## config.mk

```make
export PLATFORM = sky130hd
export DESIGN_NAME = fp_post_process_pipe
export DESIGN_NICKNAME = d
export VERILOG_FILES = /design/src/rtl/fpu_pkg.sv /design/src/rtl/fp_round.sv /design/src/rtl/fp_post_process_pipe.sv
export SDC_FILE = /design/constraint.sdc
export NUM_CORES = 1
export LEC_CHECK = 0
export ABC_AREA = 1
export CORE_MARGIN = 5
export CORE_UTILIZATION = 40
export CTS_BUF_LIST = sky130_fd_sc_hd__clkbuf_16
export CTS_CLUSTER_DIAMETER = 200
export DETAILED_ROUTE_END_ITERATION = 6
export DONT_BUFFER_PORTS = 1
export PLACE_DENSITY = 0.54
export SYNTH_ARGS = -nofsm -noshare
export SYNTH_HDL_FRONTEND = slang
export SYNTH_SLANG_ARGS = --single-unit
```

## constraint.sdc

```tcl
create_clock -name clk -period 5.7 [get_ports clk]
set_clock_uncertainty 0.15 [all_clocks]
set_input_delay 0.855 -clock clk [delete_from_list [all_inputs] [get_ports clk]]
set_output_delay 0.855 -clock clk [all_outputs]
set_load 0.01 [all_outputs]
```

## src/rtl/fpu_pkg.sv

```systemverilog
// Shared FPU types: rounding-mode encoding, exception-flag bundle and format helpers.
package fpu_pkg;

  typedef enum logic [2:0] {
    RM_RNE = 3'b000,
    RM_RTZ = 3'b001,
    RM_RDN = 3'b010,
    RM_RUP = 3'b011,
    RM_RMM = 3'b100
  } rm_e;

  typedef struct packed {
    logic iv;
    logic dz;
    logic of;
    logic uf;
    logic ie;
  } fflags_t;

  function automatic int fp_bias(input int exp_w);
    return (1 << (exp_w - 1)) - 1;
  endfunction

  function automatic int fp_flen(input int exp_w, input int man_w);
    return 1 + exp_w + man_w;
  endfunction

endpackage

```

## src/rtl/fp_round.sv

```systemverilog
// fp_round: combinational mantissa rounder driven by guard/sticky bits and rounding mode.
module fp_round
  import fpu_pkg::*;
#(
  parameter int MAN_W = 23
) (
  input  logic [MAN_W:0] mant,
  input  logic           round_bit,
  input  logic           sticky_bit,
  input  logic           sgn,
  input  logic [2:0]     rm,
  output logic [MAN_W:0] mant_rnd,
  output logic           carry,
  output logic           inexact
);

  logic inc;

  // Unlisted encodings fall into the default arm and round to nearest even.
  always_comb begin
    inexact = round_bit | sticky_bit;
    case (rm)
      RM_RTZ:  inc = 1'b0;
      RM_RDN:  inc = inexact & sgn;
      RM_RUP:  inc = inexact & ~sgn;
      RM_RMM:  inc = round_bit;
      default: inc = round_bit & (sticky_bit | mant[0]);
    endcase
    {carry, mant_rnd} = {1'b0, mant} + {{(MAN_W + 1){1'b0}}, inc};
  end

endmodule

```

## src/rtl/fp_post_process_pipe.sv

```systemverilog
// fp_post_process_pipe: two-stage FPU result post-processor (bias, denormalise, round, pack, flags).
// Optional flush-to-zero input `ftz` is present when FPU_PP_FTZ_EN is defined.
module fp_post_process_pipe
  import fpu_pkg::*;
#(
  parameter int EXP_W = 8,
  parameter int MAN_W = 23
) (
  input  logic                 clk,
  input  logic                 reset,
  input  logic                 clear,
  input  logic                 in_valid,
  output logic                 in_ready,
  input  logic [2:0]           rm,
  input  logic [MAN_W:0]       man,
  input  logic [EXP_W+1:0]     Exp,
  input  logic                 sgn,
  input  logic                 round_bit,
  input  logic                 sticky_bit,
  input  logic                 final_res,
  input  logic                 IV_in,
  input  logic                 DZ_in,
`ifdef FPU_PP_FTZ_EN
  input  logic                 ftz,
`endif
  output logic                 out_valid,
  input  logic                 out_ready,
  output logic [EXP_W+MAN_W:0] float_out,
  output logic                 IV,
  output logic                 DZ,
  output logic                 OF,
  output logic                 UF,
  output logic                 IE
);

  localparam int FLEN  = fp_flen(EXP_W, MAN_W);
  localparam int EW    = EXP_W + 3;
  localparam int SHW   = MAN_W + 2;
  localparam int OFF_W = $clog2(SHW + 1);
  localparam logic [EW-1:0] BIAS_W  = EW'(fp_bias(EXP_W));
  localparam logic [EW-1:0] SHW_W   = EW'(SHW);
  localparam logic [EW-1:0] EXP_MAX = EW'((2 ** EXP_W) - 1);

  logic v1, v2, ready2;

  logic [EW-1:0]    exp_ext, eb, off_full, exp_st;
  logic             tiny_eq, tiny_lt;
  logic [OFF_W-1:0] offset;
  logic [2*SHW-1:0] sh;
  logic [MAN_W:0]   man_st;
  logic             rb_st, sb_st;

  logic             sgn1, rb1, sb1, tiny_eq1, tiny_lt1, fin1, iv1, dz1;
  logic [MAN_W:0]   man1;
  logic [EW-1:0]    exp1;
  logic [2:0]       rm1;
`ifdef FPU_PP_FTZ_EN
  logic             ftz1;
`endif

  logic [MAN_W:0]   man_r;
  logic             rnd_carry, inexact, tiny1, ovf, uf_cond, maxfin;
  logic [EW-1:0]    exp_r;
  logic [FLEN-1:0]  res;
  fflags_t          flg, flags;

  assign ready2    = !v2 || out_ready;
  assign in_ready  = !v1 || ready2;
  assign out_valid = v2;

  // Stage 1: the exponent is widened by one bit so large positive inputs cannot wrap negative
  // after biasing; tiny results shift {man,round_bit} right and fold the lost bits into sticky.
  always_comb begin
    exp_ext  = {Exp[EXP_W+1], Exp};
    eb       = exp_ext + BIAS_W;
    tiny_lt  = eb[EW-1];
    tiny_eq  = (eb == '0);
    off_full = EW'(1) - eb;
    offset   = '0;
    if (tiny_lt || tiny_eq)
      offset = (off_full > SHW_W) ? OFF_W'(SHW) : off_full[OFF_W-1:0];
    sh     = {man, round_bit, {SHW{1'b0}}} >> offset;
    man_st = sh[2*SHW-1:SHW+1];
    rb_st  = sh[SHW];
    sb_st  = sticky_bit | (|sh[SHW-1:0]);
    exp_st = (tiny_lt || tiny_eq) ? '0 : eb;
    if (final_res) begin
      man_st = man;
      rb_st  = 1'b0;
      sb_st  = 1'b0;
      exp_st = exp_ext;
    end
  end

  always_ff @(posedge clk) begin
    if (reset || clear)
      v1 <= 1'b0;
    else if (in_ready)
      v1 <= in_valid;
  end

  always_ff @(posedge clk) begin
    if (in_valid && in_ready) begin
      sgn1     <= sgn;
      man1     <= man_st;
      rb1      <= rb_st;
      sb1      <= sb_st;
      exp1     <= exp_st;
      tiny_eq1 <= tiny_eq && !final_res;
      tiny_lt1 <= tiny_lt && !final_res;
      rm1      <= rm;
      fin1     <= final_res;
      iv1      <= IV_in;
      dz1      <= DZ_in;
`ifdef FPU_PP_FTZ_EN
      ftz1     <= ftz;
`endif
    end
  end

  fp_round #(.MAN_W(MAN_W)) u_round (
    .mant       (man1),
    .round_bit  (rb1),
    .sticky_bit (sb1),
    .sgn        (sgn1),
    .rm         (rm1),
    .mant_rnd   (man_r),
    .carry      (rnd_carry),
    .inexact    (inexact)
  );

  // Stage 2: a subnormal that rounds up into the hidden bit becomes the smallest normal,
  // so its exponent field comes from the rounded hidden bit rather than the carry-out.
  always_comb begin
    tiny1   = tiny_eq1 || tiny_lt1;
    exp_r   = tiny1 ? {{(EW-1){1'b0}}, man_r[MAN_W]} : exp1 + {{(EW-1){1'b0}}, rnd_carry};
    ovf     = !tiny1 && (exp_r >= EXP_MAX);
    uf_cond = inexact && (tiny_lt1 || (tiny_eq1 && !man_r[MAN_W]));
    maxfin  = (rm1 == RM_RTZ) || ((rm1 == RM_RDN) && !sgn1) || ((rm1 == RM_RUP) && sgn1);
    res     = {sgn1, exp_r[EXP_W-1:0], man_r[MAN_W-1:0]};
    flg     = '0;
    if (fin1) begin
      res    = {sgn1, exp1[EXP_W-1:0], man1[MAN_W-1:0]};
      flg.iv = iv1;
      flg.dz = dz1;
    end else if (ovf) begin
      flg.of = 1'b1;
      flg.ie = 1'b1;
      if (maxfin)
        res = {sgn1, {(EXP_W-1){1'b1}}, 1'b0, {MAN_W{1'b1}}};
      else
        res = {sgn1, {EXP_W{1'b1}}, {MAN_W{1'b0}}};
    end else begin
      flg.uf = uf_cond;
      flg.ie = inexact;
`ifdef FPU_PP_FTZ_EN
      if (ftz1 && (uf_cond || (tiny1 && !man_r[MAN_W]))) begin
        res    = {sgn1, {(FLEN-1){1'b0}}};
        flg.uf = 1'b1;
        flg.ie = 1'b1;
      end
`endif
    end
  end

  always_ff @(posedge clk) begin
    if (reset || clear) begin
      v2        <= 1'b0;
      float_out <= '0;
      flags     <= '0;
    end else if (ready2) begin
      v2 <= v1;
      if (v1) begin
        float_out <= res;
        flags     <= flg;
      end
    end
  end

  assign IV = flags.iv;
  assign DZ = flags.dz;
  assign OF = flags.of;
  assign UF = flags.uf;
  assign IE = flags.ie;

endmodule

```

==> deck_impl_summary.md, run 1 <==
Key Metrics from the Run

Final layout
  – Number of cells in the finished layout apart from fillers: 1130
  – Number of antenna cells inserted: 0
  – Fillers: 1692
  – Final Instance Area: 6780 um^2

GRT
  – Overflow left after global routing: 0
  – Vias in the first global route: 5577
  – Number of antenna violations at the first check in global routing: 0

Hold path
  – Hold Crit Class: reg2reg

Clock tree
  – Clock tree from TritonCTS: done
  – Clock buffers created by TritonCTS: 9

STA
  – Hold Violations, Final: 0

Synthesis
  – AO/OA Area Share: 0.148
  – Top cell types by occurrence after synthesis: sky130_fd_sc_hd__nand2_1, sky130_fd_sc_hd__nand3_1, sky130_fd_sc_hd__inv_1, sky130_fd_sc_hd__a21oi_1, sky130_fd_sc_hd__nor2_1
  – Area share, top type: 0.219
  – Post-synth tally of flip-flops with integrated enable: 46
  – Dominant cell type by area after synthesis: sky130_fd_sc_hd__edfxtp_1
  – Most common cell in the synthesized netlist: sky130_fd_sc_hd__nand2_1
  – Cells after synthesis: 928

Critical path
  – Critical path startpoint category: register
  – CP max stage delay: 420 ps
  – Data arrival time of the critical path: 5290 ps
  – Max Fanout on Critical Path: 6

Power and ir drop
  – Power per cell area: 230 nW/um^2

Die
  – Rows: 46
  – Die Width: 136 um
  – Core area: 15700 um^2

Route
  – Vias: 6046
  – First-pass DRT Iterations: 5

Status
  – Outcome: finished clean
[run 1: cells by family after synthesis]
logic type / after synthesis
flops: 85
compound gates: 166
fa+ha+maj: 9
xor+xnor: 24
simple gates: 515
buf+inv: 128
mux: 1
[run 1: final timing paths]
path / to / start / slack [ps] / cells past startpoint
max reg2reg: float_out[6]$_SDFFE_PP0P_ / rm1[0]$_DFFE_PP_ / 520 / 31
max: float_out[6]$_SDFFE_PP0P_ / rm1[0]$_DFFE_PP_ / 520 / 31
min: float_out[4]$_SDFFE_PP0P_ / float_out[4]$_SDFFE_PP0P_ / 360 / 2
min reg2reg: float_out[4]$_SDFFE_PP0P_ / float_out[4]$_SDFFE_PP0P_ / 360 / 2
[run 1: layout by cell type (no fill, tap or decap), drive strengths merged]
cell type / Yosys / routed
o21bai: 1 / 1
nor3: 13 / 13
a41oi: 1 / 1
and2: 2 / 2
nand4: 13 / 13
nor2: 66 / 66
o2111ai: 1 / 1
buf: 23 / 11
a211oi: 1 / 1
a22oi: 1 / 1
a311oi: 1 / 1
o22ai: 16 / 16
o311ai: 1 / 1
clkbuf: 19 / 9
nand3: 148 / 148
nor4: 5 / 5
o211ai: 9 / 9
o21ai: 61 / 61
o221ai: 7 / 7
xor2: 19 / 19
o32ai: 1 / 1
ha: 9 / 9
bufinv: 0 / 1
clkinv: 2 / 6
a21oi: 60 / 60
or2: 4 / 4
xnor2: 5 / 5
mux2i: 1 / 1
nand2: 263 / 263
clkinvlp: 0 / 3
dfxtp: 39 / 39
edfxtp: 46 / 46
a31oi: 4 / 4
and3: 1 / 1
inv: 84 / 84
o31ai: 1 / 1
[run 1: power by group]
part           leakage [uW]  internal [uW]  switching, uW
clock network      0.000143            332            221
registers          0.000778            682           31.2
logic               0.00189           92.8            198
total               0.00281           1110            451
[run 1: state kept, by name, indices dropped and copies added (netlist names), 3 cells and up]
register	count
man1	24
exp1	11
rm1	3
float_out	32
[run 1: area by class of cell]
| type | instances | share of cell area |
|---|---|---|
| inverter | 86 | 0.0489 |
| multi-input combinational | 715 | 0.537 |
| timing repair buffer | 11 | 0.0133 |
| tap | 216 | 0.0398 |
| clock buffer | 9 | 0.0332 |
| sequential | 85 | 0.319 |
| timing repair inverter | 1 | 0.000738 |
| clock inverter | 7 | 0.00867 |
[run 1: layer usage]
metal	track usage	routed length [um]	part of all wire	up-vias
met3	0.0293	1210	0.067	21
li1	-	-	-	3124
met2	0.298	7860	0.44	199
met5	0	0	0	-
met4	0.0622	303	0.017	0
met1	0.282	8660	0.48	2702
[run 1: critical path: cells and delay by family (launching register included)]
family	cells	cell delay, ps
buffers and inverters	5	490
AND/OR/NAND/NOR	16	2200
adder cells (fa/ha/maj)	5	1030
flip-flops	1	420
AND-OR/OR-AND	4	690
XOR/XNOR	1	140
[run 1: timing repair]
| action | CTS | global route |
|---|---|---|
| setup buffers | 0 | 4 |
| endpoints found under the setup margin | 0 | 31 |
| resized | 0 | 14 |
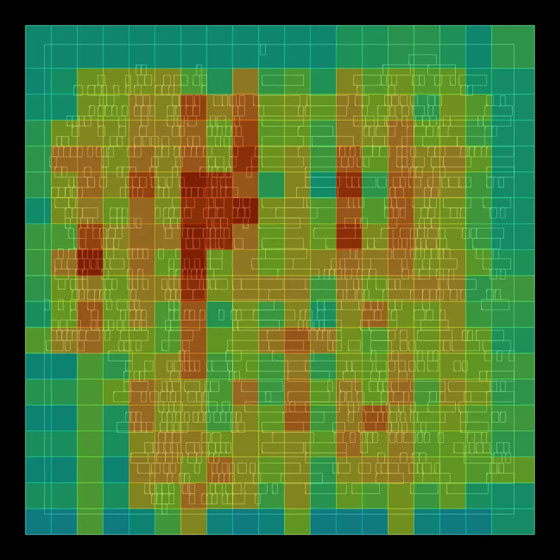
Figure 1: run 1, track usage over the die.
GRT Max-Usage Layer: met2
grt met1 use: 0.282
total global-route track usage: 0.195
average routed wire per standard cell: 16.0 um

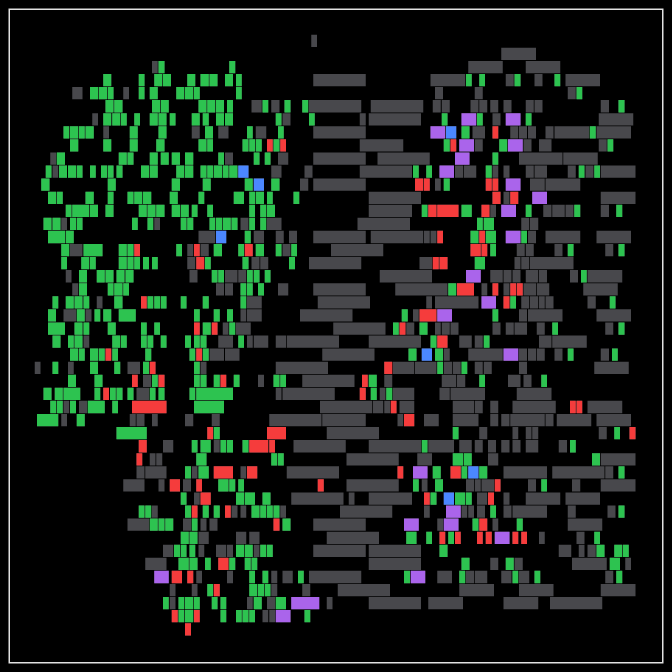
Figure 2: run 1, selected gate families.
Key: AND and OR gates = blue [cells 7]; NOR gates = red [cells 84]; NAND gates = green [cells 424, where widely spread]; XOR/XNOR gates = purple [cells 24]

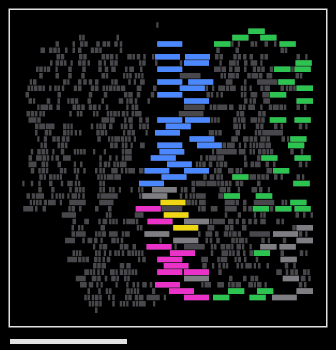
Figure 3: run 1, register map, names as in the netlist.
Scale bar: 50 um. Other sequential cells in the stronger gray, the rest of the logic in the fainter gray.
Key: man1 = blue [sequential cells 24]; exp1 = magenta [sequential cells 11, where bottom middle]; float_out = green [sequential cells 32, where a column on the right]; rm1 = yellow [sequential cells 3]
Layout Utilization: 0.433
power in sequential cells: 713 uW
area of all sequential standard cells: 2160 um^2
fraction of area in registers: 0.319

--- run 2 (diff from run 1) ---
--- a/config.mk
+++ b/config.mk
@@ -8,11 +8,12 @@
 export ABC_AREA = 1
 export CORE_MARGIN = 5
 export CORE_UTILIZATION = 40
-export CTS_BUF_LIST = sky130_fd_sc_hd__clkbuf_16
+export CTS_BUF_LIST = sky130_fd_sc_hd__clkbuf_8
 export CTS_CLUSTER_DIAMETER = 200
 export DETAILED_ROUTE_END_ITERATION = 6
 export DONT_BUFFER_PORTS = 1
 export PLACE_DENSITY = 0.54
+export RECOVER_POWER = 25
 export SYNTH_ARGS = -nofsm -noshare
 export SYNTH_HDL_FRONTEND = slang
 export SYNTH_SLANG_ARGS = --single-unit
==> run 2 against run 1 <==
Net effect: via count rose by 0.23%; flip-flop count did not move; hold slack improved by 2.8 ps; largest cell class unchanged.
==> deck_impl_summary.md, run 2 <==
Key Metrics from the Run

Status
  – Outcome: finished clean

Placed design
  – Pre-CTS WS: 55.2 ps
  – Final weighted congestion in routability-driven placement: 0.885

Critical path
  – Kind of cell with the highest combined delay on the critical path: simple AND/OR/NAND/NOR gates
  – Count of buffering cells on the critical path with inverters included: 5 (unchanged)
  – Reg2reg start: rm1[1]$_DFFE_PP_
  – Data arrival time of the critical path: 5310 ps (+20 ps)
  – CP max stage delay: 400 ps (-20 ps)
  – Critical path startpoint category: register
  – Max Fanout on Critical Path: 6 (unchanged)
  – Reg2Reg Depth: 31 (unchanged)
  – Reg-to-reg critical path endpoint: float_out[6]$_SDFFE_PP0P_
  – Setup slack of the most critical reg-to-reg path: 520 ps (about the same)

Clock tree
  – Clock buffers created by TritonCTS: 9 (unchanged)
  – Clock tree from TritonCTS: done

Synthesis
  – Chip area from the yosys synthesis statistics: 6310 um^2
  – Dominant cell type by area after synthesis: sky130_fd_sc_hd__edfxtp_1
  – Post-synth tally of flip-flops with integrated enable: 46 (unchanged)
  – Top cell types by occurrence after synthesis: sky130_fd_sc_hd__nand2_1, sky130_fd_sc_hd__nand3_1, sky130_fd_sc_hd__inv_1, sky130_fd_sc_hd__a21oi_1, sky130_fd_sc_hd__nor2_1
  – Area share, top type: 0.219 (unchanged)
  – Cells after synthesis: 928 (unchanged)

GRT
  – First-pass GRT wire length: 28.9 mm
  – Vias in the first global route: 5567 (-0.18%)
  – Number of antenna violations at the first check in global routing: 0 (unchanged)
  – Overflow left after global routing: 0 (unchanged)
  – Total global-route track usage: 0.195 (about the same)

Route
  – First-pass DRT Iterations: 5 (unchanged)
  – Average routed wire per standard cell: 16.0 um (+0.34%)
  – Iter 0 DRT Violations: 648

Final layout
  – Most used cells in the layout excluding fill and tap cells: sky130_fd_sc_hd__nand2_1, sky130_fd_sc_hd__nand3_1, sky130_fd_sc_hd__inv_1
  – Largest registers: float_out: 32 flops, man1: 24 flops, exp1: 11 flops
  – Number of antenna cells inserted: 0 (unchanged)
  – Number of flip-flops in the largest register: 32 (unchanged)
  – Most used logic cell in the final layout: sky130_fd_sc_hd__nand2_1
  – Top register by number of flip-flops: float_out

Hold path
  – Number of cells on the worst hold path: 2 (unchanged)
  – Endpoint, Worst Hold: float_out[4]$_SDFFE_PP0P_
  – Startpoint of the lowest-slack hold path: float_out[4]$_SDFFE_PP0P_
  – Hold Crit Class: reg2reg

Run
  – Number of violations of the max-capacitance limit: 0

Power and ir drop
  – Power per cell area: 210 nW/um^2 (-8.7%)

Die
  – Die Width: 136 um (unchanged)
  – Rows: 46 (unchanged)

STA
  – Hold Violations, Final: 0 (unchanged)
==> run 2: cell families (layout without fill, tap and decap cells) <==
logic type | Yosys count | count (layout) | share of synthesized area
mux | 1 | 1 | 0.00159
flops | 85 | 85 | 0.343
fa+ha+maj | 9 | 9 | 0.0178
buf+inv | 128 | 115 | 0.0850
xor+xnor | 24 | 24 | 0.0345
compound gates | 166 | 166 | 0.148
simple gates | 515 | 515 | 0.371
==> run 2: worst max-delay path by stage <==
stage,from,endpoint,slack (ps),cells after the start
after floorplan,rm1[1]$_DFFE_PP_,float_out[11]$_SDFFE_PP0P_,830,32
after global placement,rm1[1]$_DFFE_PP_,float_out[6]$_SDFFE_PP0P_,130,31
after detailed placement,rm1[1]$_DFFE_PP_,float_out[6]$_SDFFE_PP0P_,60,31
after CTS,rm1[1]$_DFFE_PP_,float_out[6]$_SDFFE_PP0P_,20,31
after global routing,rm1[1]$_DFFE_PP_,float_out[22]$_SDFFE_PP0P_,-20,33
final,rm1[1]$_DFFE_PP_,float_out[6]$_SDFFE_PP0P_,520,31
==> run 2: cell type report <==
type / count / area, um^2
tap: 216 / 270
clock buffer: 9 / 124
timing repair buffer: 12 / 97.6
sequential: 85 / 2160
inverter: 86 / 332
clock inverter: 7 / 58.8
timing repair inverter: 1 / 5.00
fill: 1705 / 8960
multi-input combinational: 715 / 3640
==> run 2: what timing repair did <==
| action | in CTS | in global routing |
|---|---|---|
| buffers inserted | 0 | 5 |
| setup endpoints to repair | 0 | 31 |
| gates resized | 0 | 14 |
==> run 2: per-layer routing <==
layer | share of wire | global-route usage | vias up
met2 | 0.44 | 0.299 | 193
met4 | 0.018 | 0.0571 | 0
met5 | 0 | 0 | -
met1 | 0.47 | 0.282 | 2728
li1 | - | - | 3115
met3 | 0.069 | 0.0327 | 24
==> run 2: power by group <==
part	leakage, uW	switching [uW]	internal (uW)	total (uW)
Sequential	0.000778	31.1	681	712
Combinational	0.00190	199	93.2	292
Clock	0.0000968	203	196	399
Total	0.00277	433	970	1400
==> run 2: metrics by stage <==
| stage | instances | util | TNS (ps) | area [um^2] |
|---|---|---|---|---|
| 3_5_place_dp | 1109 | 0.410 | 0 | 6430 |
| 5_1_grt | 1131 | 0.427 | -45.7 | 6690 |
| 6_report | 1131 | 0.427 | 0 | 6690 |
| 2_1_floorplan | 928 | - | 0 | 6310 |
| 4_1_cts | 1125 | 0.422 | 0 | 6610 |
| 3_3_place_gp | 1109 | 0.410 | 0 | 6430 |
==> run 2: tightest hold or removal path, delay by kind of cell (launching register included) <==
family,cells,cell delay [ps]
flops,1,340
simple gates,1,70
compound gates,1,50
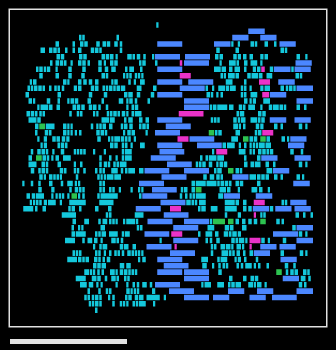
Figure 4: run 2, cell classes on the final placement.
Scale bar: 50 um.
Key: other buffers and delay cells = green [cells 12]; all other logic = cyan [cells 802]; flip-flops = blue [cells 85]; clock drivers and dummy loads = magenta [cells 16]

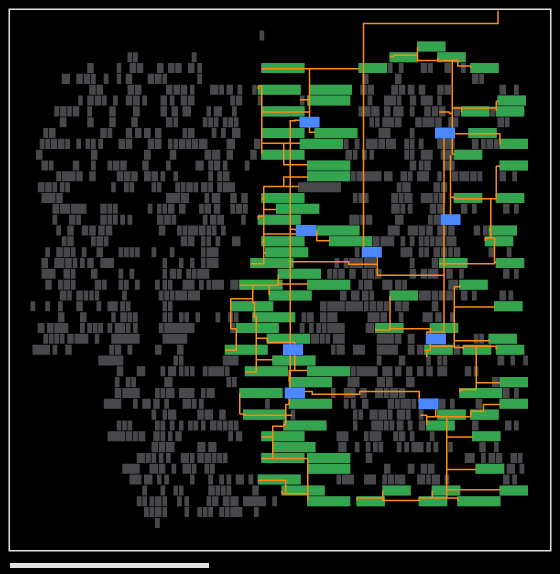
Figure 5: run 2, clock distribution.
Scale bar: 50 um.
Key: clock wires = orange [length 1030 um]; flip-flops = green [count 85]; cells driving clock nets = blue [count 9]
There are 10 routed clock nets.
part of the total power dissipated in the clock network: 0.285
power of the clock network: 399 uW
clock insertion delay at the later pin of the skew report: 360 ps

--- run 3 (diff from run 2) ---
--- a/config.mk
+++ b/config.mk
@@ -14,6 +14,7 @@
 export DONT_BUFFER_PORTS = 1
 export PLACE_DENSITY = 0.54
 export RECOVER_POWER = 25
+export SKIP_LAST_GASP = 1
 export SYNTH_ARGS = -nofsm -noshare
 export SYNTH_HDL_FRONTEND = slang
 export SYNTH_SLANG_ARGS = --single-unit
==> run 3 against run 2 <==
Net effect: count of clock-buffer cells in the layout stayed put; global-route usage did not move; flip-flop count unchanged; first-iteration DRC count unchanged; setup slack stayed put; total power did not move; sequential share of layout area is the same; critical path type unchanged.
==> deck_impl_summary.md, run 3 <==
Key Metrics from the Run

Status
  – Outcome: finished clean

Final layout
  – Top register by number of flip-flops: float_out
  – Area of all sequential standard cells: 2160 um^2 (unchanged)
  – Most used cells in the layout excluding fill and tap cells: sky130_fd_sc_hd__nand2_1, sky130_fd_sc_hd__nand3_1, sky130_fd_sc_hd__inv_1
  – Layout Utilization: 0.427 (unchanged)
  – Number of flip-flops in the largest register: 32 (unchanged)
  – Fillers: 1705 (unchanged)
  – Largest registers: float_out: 32 flops, man1: 24 flops, exp1: 11 flops

Critical path
  – Max Fanout on Critical Path: 6 (unchanged)
  – Count of buffering cells on the critical path with inverters included: 5 (unchanged)
  – Critical path startpoint category: register
  – Kind of cell with the highest combined delay on the critical path: simple AND/OR/NAND/NOR gates

Synthesis
  – Post-synth tally of flip-flops with integrated enable: 46 (unchanged)
  – Dominant cell type by area after synthesis: sky130_fd_sc_hd__edfxtp_1
  – Top cell types by occurrence after synthesis: sky130_fd_sc_hd__nand2_1, sky130_fd_sc_hd__nand3_1, sky130_fd_sc_hd__inv_1, sky130_fd_sc_hd__a21oi_1, sky130_fd_sc_hd__nor2_1
  – Cells after synthesis: 928 (unchanged)
  – Chip area from the yosys synthesis statistics: 6310 um^2 (unchanged)

GRT
  – Number of antenna violations at the first check in global routing: 0 (unchanged)
  – Overflow left after global routing: 0 (unchanged)
  – Total global-route track usage: 0.195 (unchanged)
  – First-pass GRT wire length: 28.9 mm (unchanged)

Clock tree
  – Clock buffers created by TritonCTS: 9 (unchanged)
  – Clock tree from TritonCTS: done
  – Clock insertion delay at the later pin of the skew report: 360 ps (about the same)

Route
  – First-pass DRT Iterations: 5 (unchanged)
  – Average routed wire per standard cell: 16.0 um (unchanged)
  – Amount of wire on met3 after detailed routing: 1.25 mm (unchanged)
  – WL met2: 7.95 mm (unchanged)
  – Iter 0 DRT Violations: 648 (unchanged)
  – Highest Signal Layer: met4
  – Wire length on met1: 8.58 mm (unchanged)

Die
  – Rows: 46 (unchanged)

Hold path
  – Hold Crit Class: reg2reg

Placed design
  – Final weighted congestion in routability-driven placement: 0.885 (unchanged)

Power and ir drop
  – Power per cell area: 210 nW/um^2 (unchanged)
-- run 3: repair_timing --
item | in CTS | in global routing
endpoints found under the setup margin | 0 | 31
buffers inserted | 0 | 5
hold buffers | 0 | 0
gates resized | 0 | 14
-- run 3: cell type report --
| type | instances | share of cell area |
|---|---|---|
| Multi-Input combinational cell | 715 | 0.544 |
| Sequential cell | 85 | 0.323 |
| Inverter | 86 | 0.0496 |
| Tap cell | 216 | 0.0404 |
| Clock buffer | 9 | 0.0185 |
| Timing Repair Buffer | 12 | 0.0146 |
| Clock inverter | 7 | 0.00879 |
| Timing Repair inverter | 1 | 0.000748 |
-- run 3: tightest hold or removal path, delay by kind of cell (launching register included) --
family	cells	cell delay [ps]
flip-flops	1	340
AND/OR/NAND/NOR	1	70
AND-OR/OR-AND	1	50
-- run 3: final timing paths --
path	from	end	slack, ps	cells after the start
worst min-delay path	float_out[4]$_SDFFE_PP0P_	float_out[4]$_SDFFE_PP0P_	360	2
worst min register to register	float_out[4]$_SDFFE_PP0P_	float_out[4]$_SDFFE_PP0P_	360	2
worst max-delay path	rm1[1]$_DFFE_PP_	float_out[6]$_SDFFE_PP0P_	520	31
worst max register to register	rm1[1]$_DFFE_PP_	float_out[6]$_SDFFE_PP0P_	520	31
-- run 3: cells by family after synthesis --
group	share of synthesized area
flip-flops	0.343
AND/OR/NAND/NOR	0.371
buffers and inverters	0.0850
multiplexers	0.00159
XOR/XNOR	0.0345
adder cells (fa/ha/maj)	0.0178
AND-OR/OR-AND	0.148
-- run 3: power breakdown --
| part | internal [uW] | leakage, uW | switching, uW |
|---|---|---|---|
| registers | 681 | 0.000778 | 31.1 |
| clock network | 196 | 0.0000968 | 203 |
| logic | 93.2 | 0.00190 | 199 |
| total | 970 | 0.00277 | 433 |
-- run 3: metrics by stage --
stage	hold slack [ps]	TNS, ps	std cells	area (um^2)
2_1_floorplan	340	0	928	6310
3_3_place_gp	354	0	1109	6430
3_5_place_dp	356	0	1109	6430
4_1_cts	368	0	1125	6610
5_1_grt	379	-45.7	1131	6690
6_report	363	0	1131	6690
-- run 3: layer usage --
metal  vias up  track usage
met4         0       0.0571
met5         -            0
li1       3115            -
met1      2728        0.282
met2       193        0.299
met3        24       0.0327
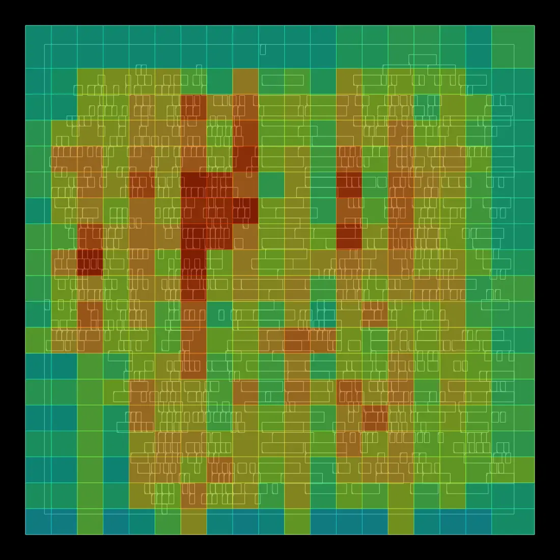
Figure 6: run 3, track usage over the die.
grt met1 use: 0.282
met2 usage in global routing: 0.299
met3 global-route usage: 0.0327

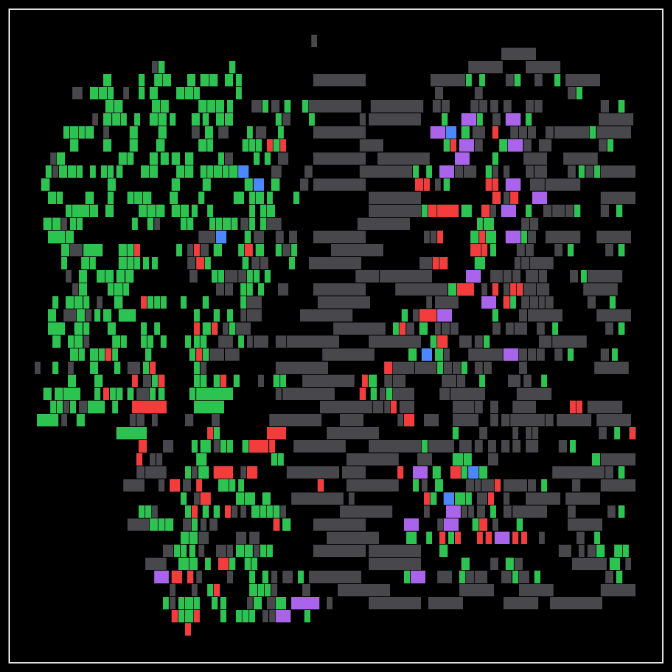
Figure 7: run 3, selected gate families.
Key: AND and OR gates = blue [cells 7]; XOR/XNOR gates = purple [cells 24]; NOR gates = red [cells 84]; NAND gates = green [cells 424, where widely spread]

Power and IR drop assume default switching activity.
